## src/rtl/mem_arbiter.sv

```systemverilog
// mem_arbiter: shares one synchronous memory port between a display fetch
// path (high priority, never retried) and a host port (held until ack).
// A starvation counter forces a host grant after STARVE_MAX waiting cycles.
module mem_arbiter #(
    parameter int ADDR_W     = 13,
    parameter int DATA_W     = 8,
    parameter int STARVE_MAX = 8
) (
    input  logic              i_clk,
    input  logic              i_reset_n,
    input  logic              i_vga_req,
    input  logic [ADDR_W-1:0] i_vga_addr,
    output logic [DATA_W-1:0] o_vga_dat,
    output logic              o_vga_valid,
    output logic              o_vga_miss,
    input  logic              i_host_cs,
    input  logic              i_host_we,
    input  logic [ADDR_W-1:0] i_host_addr,
    input  logic [DATA_W-1:0] i_host_dat,
    output logic [DATA_W-1:0] o_host_dat,
    output logic              o_host_ack,
    output logic [ADDR_W-1:0] o_mem_addr,
    output logic [DATA_W-1:0] o_mem_dat,
    output logic              o_mem_we,
    output logic              o_mem_cs,
    input  logic [DATA_W-1:0] i_mem_dat
);

    typedef enum logic {
        H_IDLE,
        H_ACK
    } host_state_t;

    typedef enum logic [1:0] {
        TAG_NONE,
        TAG_VGA,
        TAG_HOST_RD,
        TAG_HOST_WR
    } tag_t;

    localparam logic [7:0] STARVE_LIM = 8'(STARVE_MAX);

    host_state_t host_state;
    tag_t        tag;
    logic [7:0]  starve_cnt;

    logic host_eligible;
    logic host_grant;
    logic vga_grant;

    // Grant decision; everything is held off while reset is asserted so a
    // write presented during reset never reaches memory.
    always_comb begin
        host_eligible = (host_state == H_IDLE) && i_host_cs;
        host_grant    = i_reset_n && host_eligible &&
                        (!i_vga_req || (starve_cnt == STARVE_LIM));
        vga_grant     = i_reset_n && i_vga_req && !host_grant;
    end

    // Memory port is driven by whichever requester holds the grant.
    always_comb begin
        o_mem_cs   = 1'b0;
        o_mem_we   = 1'b0;
        o_mem_addr = '0;
        o_mem_dat  = '0;
        o_vga_miss = 1'b0;
        if (host_grant) begin
            o_mem_cs   = 1'b1;
            o_mem_we   = i_host_we;
            o_mem_addr = i_host_addr;
            o_mem_dat  = i_host_dat;
            o_vga_miss = i_vga_req;
        end else if (vga_grant) begin
            o_mem_cs   = 1'b1;
            o_mem_addr = i_vga_addr;
        end
    end

    // Host FSM, in-flight tag and starvation counter.
    always_ff @(posedge i_clk) begin
        if (!i_reset_n) begin
            host_state <= H_IDLE;
            tag        <= TAG_NONE;
            starve_cnt <= '0;
        end else begin
            host_state <= host_grant ? H_ACK : H_IDLE;

            if (host_grant)
                tag <= i_host_we ? TAG_HOST_WR : TAG_HOST_RD;
            else if (vga_grant)
                tag <= TAG_VGA;
            else
                tag <= TAG_NONE;

            if (host_grant || !host_eligible)
                starve_cnt <= '0;
            else if (starve_cnt != STARVE_LIM)
                starve_cnt <= starve_cnt + 8'd1;
        end
    end

    // Return path steered by the in-flight tag; data is zero unless valid.
    always_comb begin
        o_vga_valid = i_reset_n && (tag == TAG_VGA);
        o_host_ack  = i_reset_n && ((tag == TAG_HOST_RD) || (tag == TAG_HOST_WR));
        o_vga_dat   = o_vga_valid ? i_mem_dat : '0;
        o_host_dat  = (i_reset_n && (tag == TAG_HOST_RD)) ? i_mem_dat : '0;
    end

endmodule

```

## config.mk

```make
export PLATFORM = sky130hd
export DESIGN_NAME = mem_arbiter
export DESIGN_NICKNAME = d
export VERILOG_FILES = /design/src/rtl/mem_arbiter.sv
export SDC_FILE = /design/constraint.sdc
export NUM_CORES = 1
export LEC_CHECK = 0
export CAP_MARGIN = 20
export CORE_MARGIN = 8
export CORE_UTILIZATION = 28
export CTS_CLUSTER_DIAMETER = 50
export DETAILED_ROUTE_END_ITERATION = 6
export PLACE_DENSITY = 0.85
export SYNTH_ARGS = -nofsm -noshare
export SYNTH_HDL_FRONTEND = slang
export SYNTH_SLANG_ARGS = --single-unit
```

## constraint.sdc

```tcl
create_clock -name i_clk -period 2.76 [get_ports i_clk]
set_clock_uncertainty 0.05 [all_clocks]
set_input_delay 0.69 -clock i_clk [delete_from_list [all_inputs] [get_ports i_clk]]
set_output_delay 0.69 -clock i_clk [all_outputs]
set_load 0.02 [all_outputs]
```

run_1/final_clocks.png
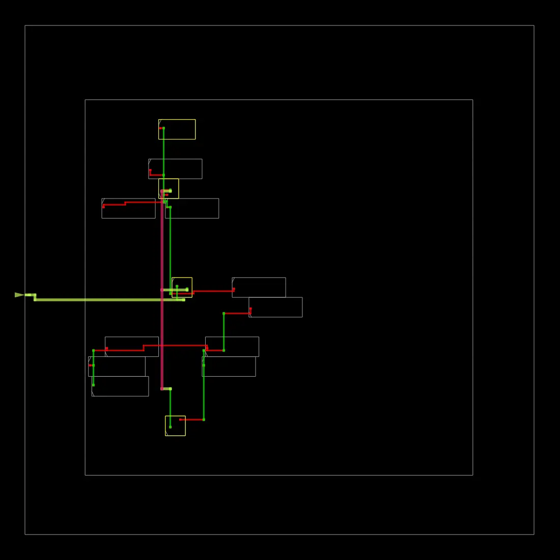
Inserted Clock Buffers: 3
Sink Count: 10
Clock group: 136 µW
Seq cells: 10

run_1/metal_stack.png
Two of the layers only.
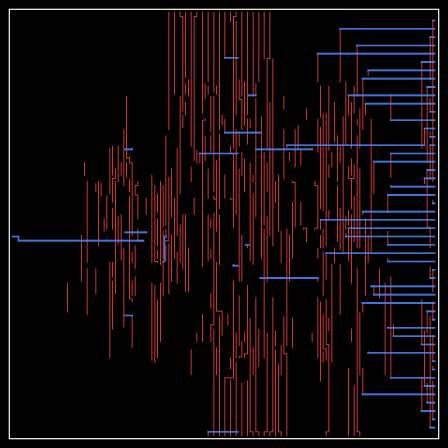
legend:
  red:
    layer: met2
    wire_length: 2,310 µm
  blue:
    layer: met3
    wire_length: 417 µm
routed len/inst: 19.6 µm
total global-route track usage: 16.0%
Detailed Route WL: 4590 µm
vias: 1,225

run_1/density.png
Bar = 20 µm. The die is cut into 7 by 7 equal tiles; dark purple is low, yellow is high, 0 to 100% covered.
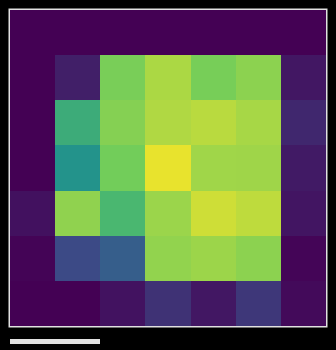
mean over tiles: 40%
tiles over 75% full: 39%
emptiest ninth of the die: upper left
fullest tile: 97%
densest ninth of the die: centre
nearly empty tiles: 29%

==> impl_metrics.py, run 1 <==
# Metrics from the implementation run
metrics = {
    "cells_and_area": {
        "fin_nets": 253,
        "drive_above_1_share_pct": 34.5,
        "signal_buffers": 107,
        "design_area_um2": 1990,
        "area_share_nonclk_buffers_pct": 53.7,
        "diodes": 0,
        "nNonClkInverters": 4,
        "area_dominant_class": "buffers",
        "num-multi-input-gates": 78,
        "clk_share_pct": 1.83,
        "final_util_pct": 72.1,
        "clkbuf_count": 4,
        "nFillCells": 188,
    },
    "run": {
        "tool_warnings": 29,
        "drv_cap": 0,
    },
    "placement": {
        "place.gp.congestion": 0.800,
        "hpwl_um": 3420,
        "dp.cells": 226,
        "io_buffers": 88,
    },
    "sta": {
        "setup_ws_ps": -144,
        "period_used_pct": 105,
        "tns_ps": -1060,
        "relSlewSlack_pct": 60.1,
        "rsz0062_at_grt": "true",
        "fin_crit_ps": 2900,
        "tightest_slew_ps": 596,
        "hold_ws_ps": 488,
        "finalSetupViolations": 18,
    },
    "synth": {
        "syn_inst": 98,
        "async_reset_ff_share_pct": 0,
        "top_area_cell": "dfxtp_1",
        "synth_seq_share_pct": 24.5,
        "edf_count": 0,
        "ys.flops": 10,
        "synth_cell_types": 30,
        "syn_nets": 147,
        "syn-cell-area_um2": 818,
    },
    "power_and_ir_drop": {
        "p_switching_uw": 148,
        "swShare_pct": 29.4,
        "power_frac_comb_pct": 43.7,
        "p_total_uw": 505,
        "internal_power_uw": 357,
        "seqPwrFrac_pct": 29.3,
    },
    "critical_path": {
        "cp_max_fo": 6,
        "arrival_ps": 2160,
        "reg2regPathDepth": 5,
        "crit_end": "o_mem_addr[3]",
        "crit_type": "flip-flop to output port",
        "crit_top_cell": "buf_6",
        "cp_slowest_stage_delay_ps": 510,
        "reg2reg_to": "starve_cnt[3]",
        "required_ps": 2020,
        "reg2reg_slack_ps": 900,
    },
    "clocking": {
        "clkTransAtPathRegs_ps": 70,
        "clock_path_buffers": 2,
        "insertion_delay_ps": 270,
    },
    "detailed_routing": {
        "drc_errors": 0,
        "firstDrtPassIters": 4,
        "drtIter0Drc": 77,
    },
    "worst_hold_path": {
        "min-delay-start": "starve_cnt[0]",
        "hold_path.class": "flip-flop to flip-flop",
    },
    "status": {
        "violations": "negative setup slack",
        "outcome": "finished, violations left",
    },
    "global_routing": {
        "grt_pass1_wl_um": 6610,
        "grt_pass1_vias": 1251,
    },
    "floorplan": {
        "placeableCoreArea_um2": 2760,
        "fp.dieH_um": 70.1,
    },
}
-- run 1: power groups by stage --
stage	Clock [µW]	Sequential (µW)	Combinational, µW
floorplan	0	151	73.3
global placement	0	151	197
detailed placement	0	151	202
CTS	139	148	203
global route	146	148	233
finish	136	148	221
-- run 1: cells in the final DEF (no fill, tap or decap), types with 4 or more instances in the layout --
cell / synthesis / layout
a32o_1: 13 / 4
a32o_2: 0 / 9
and2_1: 18 / 18
and3_1: 10 / 8
buf_4: 1 / 16
buf_6: 1 / 24
clkdlybuf4s15_1: 0 / 8
clkdlybuf4s50_1: 0 / 44
dfxtp_1: 10 / 8
dlygate4sd2_1: 0 / 12
nand3_1: 4 / 4
nor2_1: 5 / 5
-- run 1: state kept, by name (all words and copies together) (netlist names) --
signal	cells
starve_cnt	8
tag	1
host_state	1
-- run 1: worst min-delay path: stages, from the launching register on --
cell,delay (ps)
dfxtp_2,330
buf_4,130
nor2_1,40
-- run 1: logic make-up (layout without fill, tap and decap cells) --
| family | Yosys count | after routing | share of synthesized area (%) |
|---|---|---|---|
| xor gates and xnor gates | 3 | 3 | 3.21 |
| AOI/OAI and AO/OA | 24 | 25 | 26.3 |
| buffers and inverters | 11 | 115 | 6.57 |
| and+or+nand+nor | 48 | 48 | 36.4 |
| DFF | 10 | 10 | 24.5 |
| adders and majority gates | 2 | 2 | 3.06 |
-- run 1: what timing repair did --
| item | in CTS | in global routing |
|---|---|---|
| gates cloned | 1 | 1 |
| hold buffers | 0 | 0 |
| resized | 123 | 68 |
| setup endpoints to repair | 42 | 32 |
| setup buffers | 2 | 0 |
| pin swaps | 7 | 13 |
-- run 1: metal layers --
metal	global-route usage, %	share of wire [%]
met5	0	0
met4	4.24	2.6
met3	6.07	9.1
met2	29.0	50
met1	16.8	38
run_1/wire_density.png
The die is cut into 14 by 14 equal tiles; dark purple is low, yellow is high, scaled to the fullest tile. Values are wire area over tile area, all layers added.
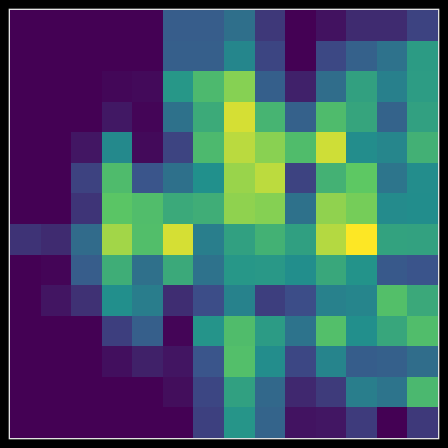

==> run 2, diff against run 1 <==
Settings changed: CORE_ASPECT_RATIO set to 0.6.
run_2/wire_density.png
The die is cut into 17 by 12 equal tiles; dark purple is low, yellow is high, scaled to the fullest tile. Values are wire area over tile area, all layers added.
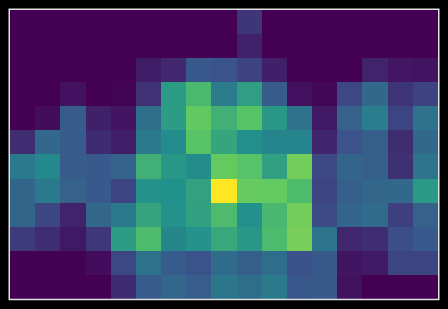
emptiest ninth of the die: upper left
mean over tiles: 0.15
densest ninth of the die: centre
fullest tile: 0.60
nearly empty tiles: 28%

run_2/cell_classes.png
Bar = 20 µm.
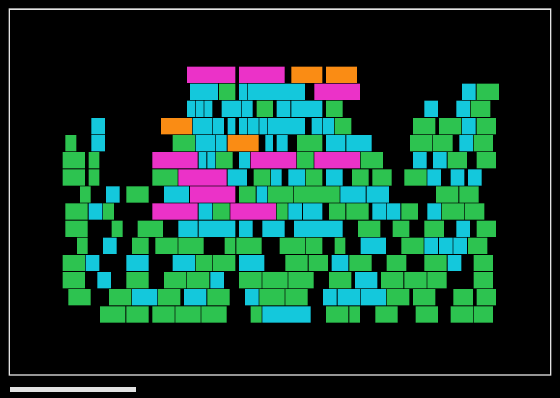
legend:
  magenta:
    class: flip-flops
    cells: 10
    share_of_their_area: 11%
  orange:
    class: clock drivers and dummy loads
    cells: 4
    share_of_their_area: 2.9%
  green:
    class: other buffers and delay cells
    cells: 107
    share_of_their_area: 52%
  cyan:
    class: all other logic
    cells: 83
    share_of_their_area: 35%
Seq/total area: 10.5%
finished layout cell area: 1930 µm²
row count: 15

run_2/final_clocks.png
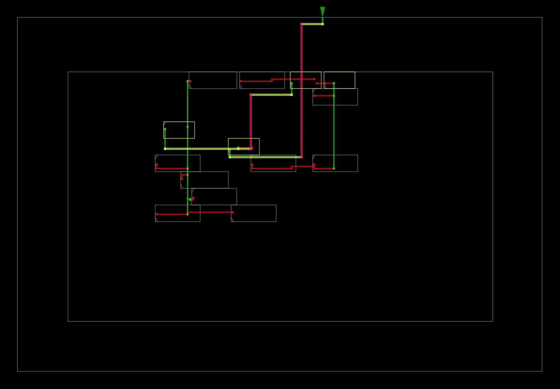
Clock group: 185 µW
number of clock-tree buffers in the layout: 4
clock latency on the worst-skew pair: 240 ps

==> run 2 against run 1 <==
Clock-buffer cell count unchanged. Sequential share of layout area increased by 0.32 points. Total power grew 7.7%. Register-to-register slack lost 110 ps. Wire length is 0.92% higher. The flow still finishes with violations (negative setup slack). Sequential power is essentially flat. Global-route usage up 2.0 points.
==> impl_metrics.py, run 2 <==
# Metrics from the implementation run
metrics = {
    "placement": {
        "pre_cts_slack_ps": -596,
        "place.gp.congestion": 0.888,
        "io_buffers": 88,
        "hpwl_um": 3400,
    },
    "critical_path": {
        "cp_slowest_stage_delay_ps": 510,
        "crit_type": "flip-flop to output port",
        "arrival_ps": 2140,
        "crit_chain": "inv_2 -> ha_4 -> or4b_4 -> buf_6 -> o311a_4 -> a32o_2 -> buf_6",
        "crit_buf_inv": 3,
        "start_kind": "flip-flop",
        "path_delay_family": "AND-OR/OR-AND gates",
        "worstSetupEndpointType": "output port",
        "cp_max_fo": 7,
        "crit_top_cell": "buf_6",
        "required_ps": 2020,
        "slowest_stage": "or4b_4",
    },
    "detailed_routing": {
        "wl_um": 4630,
        "antenna_left": 0,
        "routed-wl-met3_um": 350,
        "maxUsedRoutingLayer": "met4",
        "via_per_inst": 5.15,
        "firstDrtPassIters": 4,
        "wl_met2_um": 2360,
        "wl_met1_um": 1750,
        "drtIter0Drc": 85,
        "drc_errors": 0,
        "vias": 1268,
        "routedWlPerCell_um": 18.8,
    },
    "synth": {
        "yosys_most_used_dff": "dfxtp_1",
        "synthTopCellsByCount": "18 x and2_1, 13 x a32o_1, 10 x and3_1, 10 x dfxtp_1, 5 x nor2_1",
        "ys_chip_area_um2": 818,
        "top_cell": "and2_1",
        "synth_seq_share_pct": 24.5,
        "edf_count": 0,
        "syn-cell-area_um2": 818,
        "synth_cell_types": 30,
        "async_reset_ff_share_pct": 0,
        "ys.flops": 10,
        "syn_inst": 98,
        "syn_area_per_cell_um2": 8.35,
        "syn_nets": 147,
        "yosysTopAreaCellShare_pct": 24.5,
        "top_area_cell": "dfxtp_1",
        "ys_warn_count": 0,
        "yosys_cells": 98,
        "top_cells_by_area": "dfxtp_1 24%, a32o_1 16%, and2_1 14%",
    },
    "power_and_ir_drop": {
        "p_leak_uw": 0.000944,
        "p_total_uw": 544,
        "power.density_nw_per_um2": 282,
        "vdd_drop_max_uv": 187,
    },
    "cells_and_area": {
        "top_register": "starve_cnt",
        "largest_register_ffs": 8,
        "final_util_pct": 68.0,
        "drive_above_1_share_pct": 32.8,
        "reg.largest.list": "starve_cnt (8), host_state (1), tag (1)",
        "layout_top_cell": "clkdlybuf4s50_1",
        "area_delta_synth_final_pct": 135,
        "final_cell_mix": "44 x clkdlybuf4s50_1, 20 x dlygate4sd2_1, 18 x and2_1",
        "diodes": 0,
        "fin_nets": 254,
    },
    "floorplan": {
        "fp.dieH_um": 57.9,
        "dieArea_um2": 4970,
        "die_x_um": 85.8,
        "placeableCoreArea_um2": 2830,
        "ios": 89,
        "initCoreUtil_pct": 28.9,
    },
    "worst_hold_path": {
        "hold_path.class": "flip-flop to flip-flop",
    },
    "sta": {
        "period_used_pct": 104,
        "fin_crit_ps": 2880,
        "fmax_mhz": 348,
        "tightest_slew_ps": 622,
        "slew_viol_final": 0,
        "hold_ws_ps": 498,
        "relSlewSlack_pct": 58.3,
        "rsz0062_at_grt": "true",
        "finalSetupViolations": 13,
        "setup_ws_ps": -115,
        "finalHoldViolCount": 0,
    },
    "clocking": {
        "cts_tree": "yes",
        "clkTransAtPathRegs_ps": 50,
        "cts-root-buf": "clkbuf_8",
        "cts-htree-levels": 1,
        "cts_made_buffers": 3,
        "clock_path_buffers": 2,
        "cts.sinks": 10,
        "hold_buffers": 0,
    },
    "global_routing": {
        "top_usage_layer": "met2",
        "globalRouteMet3Util_pct": 5.35,
        "antenna_found_initial": 0,
        "use_met2_pct": 34.8,
        "grt_use_total_pct": 18.1,
        "met1_usage_pct": 17.8,
        "grt_pass1_wl_um": 7060,
        "grt.overflow.total": 0,
        "grt_pass1_vias": 1312,
        "grt_max_degree": 28,
    },
    "status": {
        "violations": "negative setup slack",
        "outcome": "finished, violations left",
    },
    "run": {
        "tool_warnings": 29,
        "drv_cap": 0,
    },
}
## run 2: cell counts after synthesis
No cell type changed its count.
## run 2: cell families (layout without fill, tap and decap cells)
logic type	Yosys count	count (layout)	synth area share, %
and+or+nand+nor	48	48	36.4
AOI/OAI and AO/OA	24	26	26.3
buffers and inverters	11	115	6.57
DFF	10	10	24.5
xor gates and xnor gates	3	3	3.21
adders and majority gates	2	2	3.06
## run 2: layout make-up
class / count / area (µm²)
Multi-Input combinational cell: 79 / 632
Timing Repair Buffer: 107 / 970
Fill cell: 217 / 907
Sequential cell: 10 / 203
Inverter: 4 / 15.0
Clock buffer: 4 / 55.1
Tap cell: 42 / 52.6
## run 2: path summary, 6_finish.rpt
| check | from | end | slack [ps] | cells after the start |
|---|---|---|---|---|
| setup / recovery | starve_cnt[1] | o_mem_addr[5] | -120 | 7 |
| hold / removal | starve_cnt[0] | starve_cnt[0] | 500 | 2 |
| setup reg to reg | starve_cnt[1] | starve_cnt[2] | 790 | 6 |
| hold reg to reg | starve_cnt[0] | starve_cnt[0] | 500 | 2 |
## run 2: repair_timing
item | in CTS | in global routing
cloned | 2 | 0
buffers inserted | 4 | 0
gates resized | 139 | 19
setup endpoints to repair | 42 | 24
pin swaps | 8 | 3
## run 2: worst min-delay path, cell delays in order (launching register included)
cell and delay [ps]:
dfxtp_2 330, buf_4 130, nor2_1 50
## run 2: metrics by stage
step | std cells | cell area (µm²) | TNS (ps)
after floorplan | 98 | 818 | 0
after global placement | 236 | 1840 | -16580
after detailed placement | 236 | 1840 | -19980
after CTS | 246 | 1980 | -1150
after global routing | 246 | 1930 | -1820
final | 246 | 1930 | -1310
## run 2: power by group
group	total [µW]	switching [µW]	internal (µW)
logic	210	90.2	120
registers	149	1.90	147
clock network	185	59.2	126
run_2/metal_stack.png
Two of the layers only.
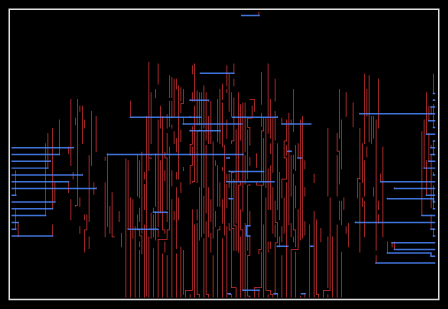

==> run 3, diff against run 2 <==
Settings changed: CORE_MARGIN 8 to 4, SETUP_SLACK_MARGIN set to 0.5.
run_3/metal_stack.png
Two of the layers only.
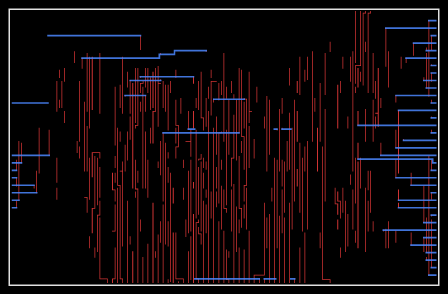
routed len/inst: 16.6 µm
total global-route track usage: 21.6%
vias: 1,277
Detailed Route WL: 4210 µm

run_3/cell_classes.png
Bar = 20 µm.
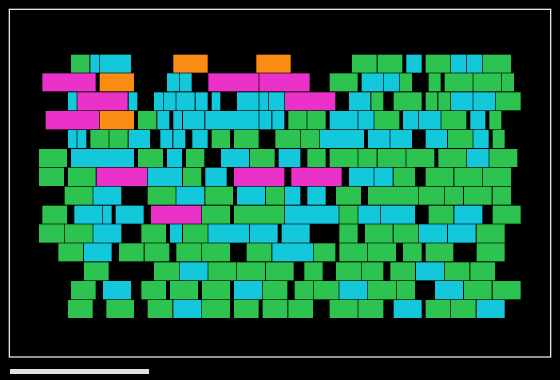
legend:
  green:
    class: other buffers and delay cells
    cells: 117
    share_of_their_area: 53%
  orange:
    class: clock drivers and dummy loads
    cells: 4
    share_of_their_area: 2.6%
  cyan:
    class: all other logic
    cells: 83
    share_of_their_area: 35%
  magenta:
    class: flip-flops
    cells: 10
    share_of_their_area: 9.4%

==> run 3 against run 2 <==
Highest routed layer unchanged. Register-to-register slack worse by 60 ps. Critical path type unchanged. Clock-buffer cell count unchanged. Area after synthesis unchanged. Total power up 4.9%. The flow still finishes with violations (negative setup slack). Maximum frequency up 1.5%. Largest cell class unchanged.
==> impl_metrics.py, run 3 <==
# Metrics from the implementation run
metrics = {
    "placement": {
        "io_buffers": 88,
        "place.gp.congestion": 0.847,
        "dp.cells": 236,
    },
    "clocking": {
        "cts_tree": "yes",
        "cts-root-buf": "clkbuf_8",
        "post_cts_resized": 247,
        "cts.sinks": 10,
        "hold_buffers": 0,
        "cts-htree-levels": 1,
        "cts_made_buffers": 3,
        "clkTransAtPathRegs_ps": 50,
        "clock_path_buffers": 2,
    },
    "sta": {
        "finalSetupViolations": 13,
        "period_used_pct": 103,
        "relSlewSlack_pct": 52.6,
        "fmax_mhz": 353,
        "tightest_slew_ps": 708,
        "tns_ps": -814,
        "setup_ws_ps": -74.1,
        "fin_crit_ps": 2830,
        "finalHoldViolCount": 0,
        "slew_viol_final": 0,
    },
    "worst_hold_path": {
        "hold_depth": 2,
    },
    "floorplan": {
        "fp.dieH_um": 49.9,
        "die_x_um": 77.8,
        "ios": 89,
        "initCoreUtil_pct": 30.9,
        "placeableCoreArea_um2": 2650,
        "num_rows": 14,
        "dieArea_um2": 3880,
    },
    "synth": {
        "async_reset_ff_share_pct": 0,
        "edf_count": 0,
        "synthTopCellsByCount": "18 x and2_1, 13 x a32o_1, 10 x and3_1, 10 x dfxtp_1, 5 x nor2_1",
        "top_area_cell": "dfxtp_1",
        "yosys_most_used_dff": "dfxtp_1",
        "yosys_cells": 98,
        "top_cell": "and2_1",
        "syn_nets": 147,
        "synth_seq_share_pct": 24.5,
        "syn_area_per_cell_um2": 8.35,
        "syn-cell-area_um2": 818,
        "yosysTopAreaCellShare_pct": 24.5,
        "ys_warn_count": 0,
        "synth_cell_types": 30,
        "ys_chip_area_um2": 818,
        "top_cells_by_area": "dfxtp_1 24%, a32o_1 16%, and2_1 14%",
        "ys.flops": 10,
    },
    "critical_path": {
        "crit_chain": "inv_2 -> ha_4 -> or4b_4 -> buf_6 -> o311a_4 -> a32o_2 -> buf_6",
        "arrival_ps": 2090,
        "reg2regPathDepth": 6,
        "start_kind": "flip-flop",
        "cp_max_fo": 7,
        "crit_top_cell": "buf_6",
        "slowest_stage": "or4b_4",
        "cp_slowest_stage_delay_ps": 490,
        "required_ps": 2020,
        "crit_buf_inv": 3,
        "worstSetupEndpointType": "output port",
        "crit_type": "flip-flop to output port",
        "path_delay_family": "AND-OR/OR-AND gates",
    },
    "cells_and_area": {
        "fin_nets": 264,
        "stdcell_count": 254,
        "final_cell_mix": "43 x clkdlybuf4s50_1, 40 x buf_6, 21 x buf_4",
        "drive_above_1_share_pct": 57.0,
        "diodes": 0,
        "nFillCells": 157,
        "reg.largest.list": "starve_cnt (8), host_state (1), tag (1)",
        "area_delta_synth_final_pct": 168,
        "largest_register_ffs": 8,
    },
    "detailed_routing": {
        "via_per_inst": 5.03,
        "antenna_left": 0,
        "drc_errors": 0,
        "drtIter0Drc": 28,
    },
    "power_and_ir_drop": {
        "vdd_drop_max_uv": 394,
        "p_leak_uw": 0.00102,
    },
    "global_routing": {
        "grt_max_degree": 21,
        "grt_pass1_vias": 1269,
        "grt_pass1_wl_um": 6580,
        "antenna_found_initial": 0,
    },
    "status": {
        "violations": "negative setup slack",
        "outcome": "finished, violations left",
    },
    "run": {
        "drv_cap": 0,
    },
}
run_3/final_clocks.png
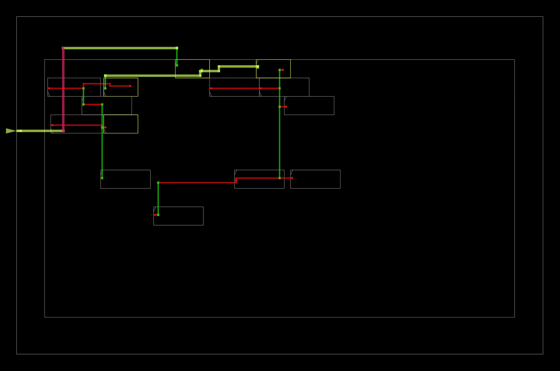
Clock group: 181 µW
clock latency on the worst-skew pair: 230 ps

-- run 3: per-layer routing --
layer  vias to the layer above  share of wire, %  global-route usage, %
li1                        606                 -                      -
met1                       600                43                   25.5
met2                        63                49                   37.5
met3                         8               6.4                   6.36
met4                         0               2.2                   6.80
met5                         -                 0                      0
-- run 3: kinds of logic (layout without fill, tap and decap cells) --
kind of cell,after synthesis,after routing,share of synthesized area [%]
AND/OR/NAND/NOR,48,48,36.4
AND-OR/OR-AND,24,26,26.3
buffers and inverters,11,125,6.57
flip-flops,10,10,24.5
XOR/XNOR,3,3,3.21
adder cells (fa/ha/maj),2,2,3.06
-- run 3: area by class of cell --
class	instances	area [µm²]	share of cell area (%)
Clock buffer	4	55.1	2.51
Inverter	4	15.0	0.684
Multi-Input combinational cell	79	728	33.2
Sequential cell	10	203	9.23
Tap cell	40	50.0	2.28
Timing Repair Buffer	117	1140	52.1
-- run 3: metrics by stage --
stage	power, µW	instance area, µm²	utilization, %	hold slack (ps)	worst slack (ps)
after floorplan	236	917	-	381	297
after CTS	570	2150	81.2	486	-85.0
after global placement	358	1930	73.1	459	-477
after global routing	603	2200	83.0	516	-131
final	571	2200	83.0	492	-74.1
after detailed placement	363	1930	73.1	467	-526
-- run 3: worst paths after layout --
kind                                    start             to  slack [ps]
worst max-delay path            starve_cnt[0]  o_mem_addr[0]         -70
worst min register to register  starve_cnt[0]  starve_cnt[0]         490
worst min-delay path            starve_cnt[0]  starve_cnt[0]         490
worst max register to register  starve_cnt[0]  starve_cnt[2]         730
-- run 3: report_power, final --
| part | total (µW) | internal (µW) | switching (µW) |
|---|---|---|---|
| combinational | 241 | 146 | 95.2 |
| sequential | 149 | 147 | 2.07 |
| clock | 181 | 125 | 55.5 |
No activity file was given, so power comes from the tool's default toggle rates.
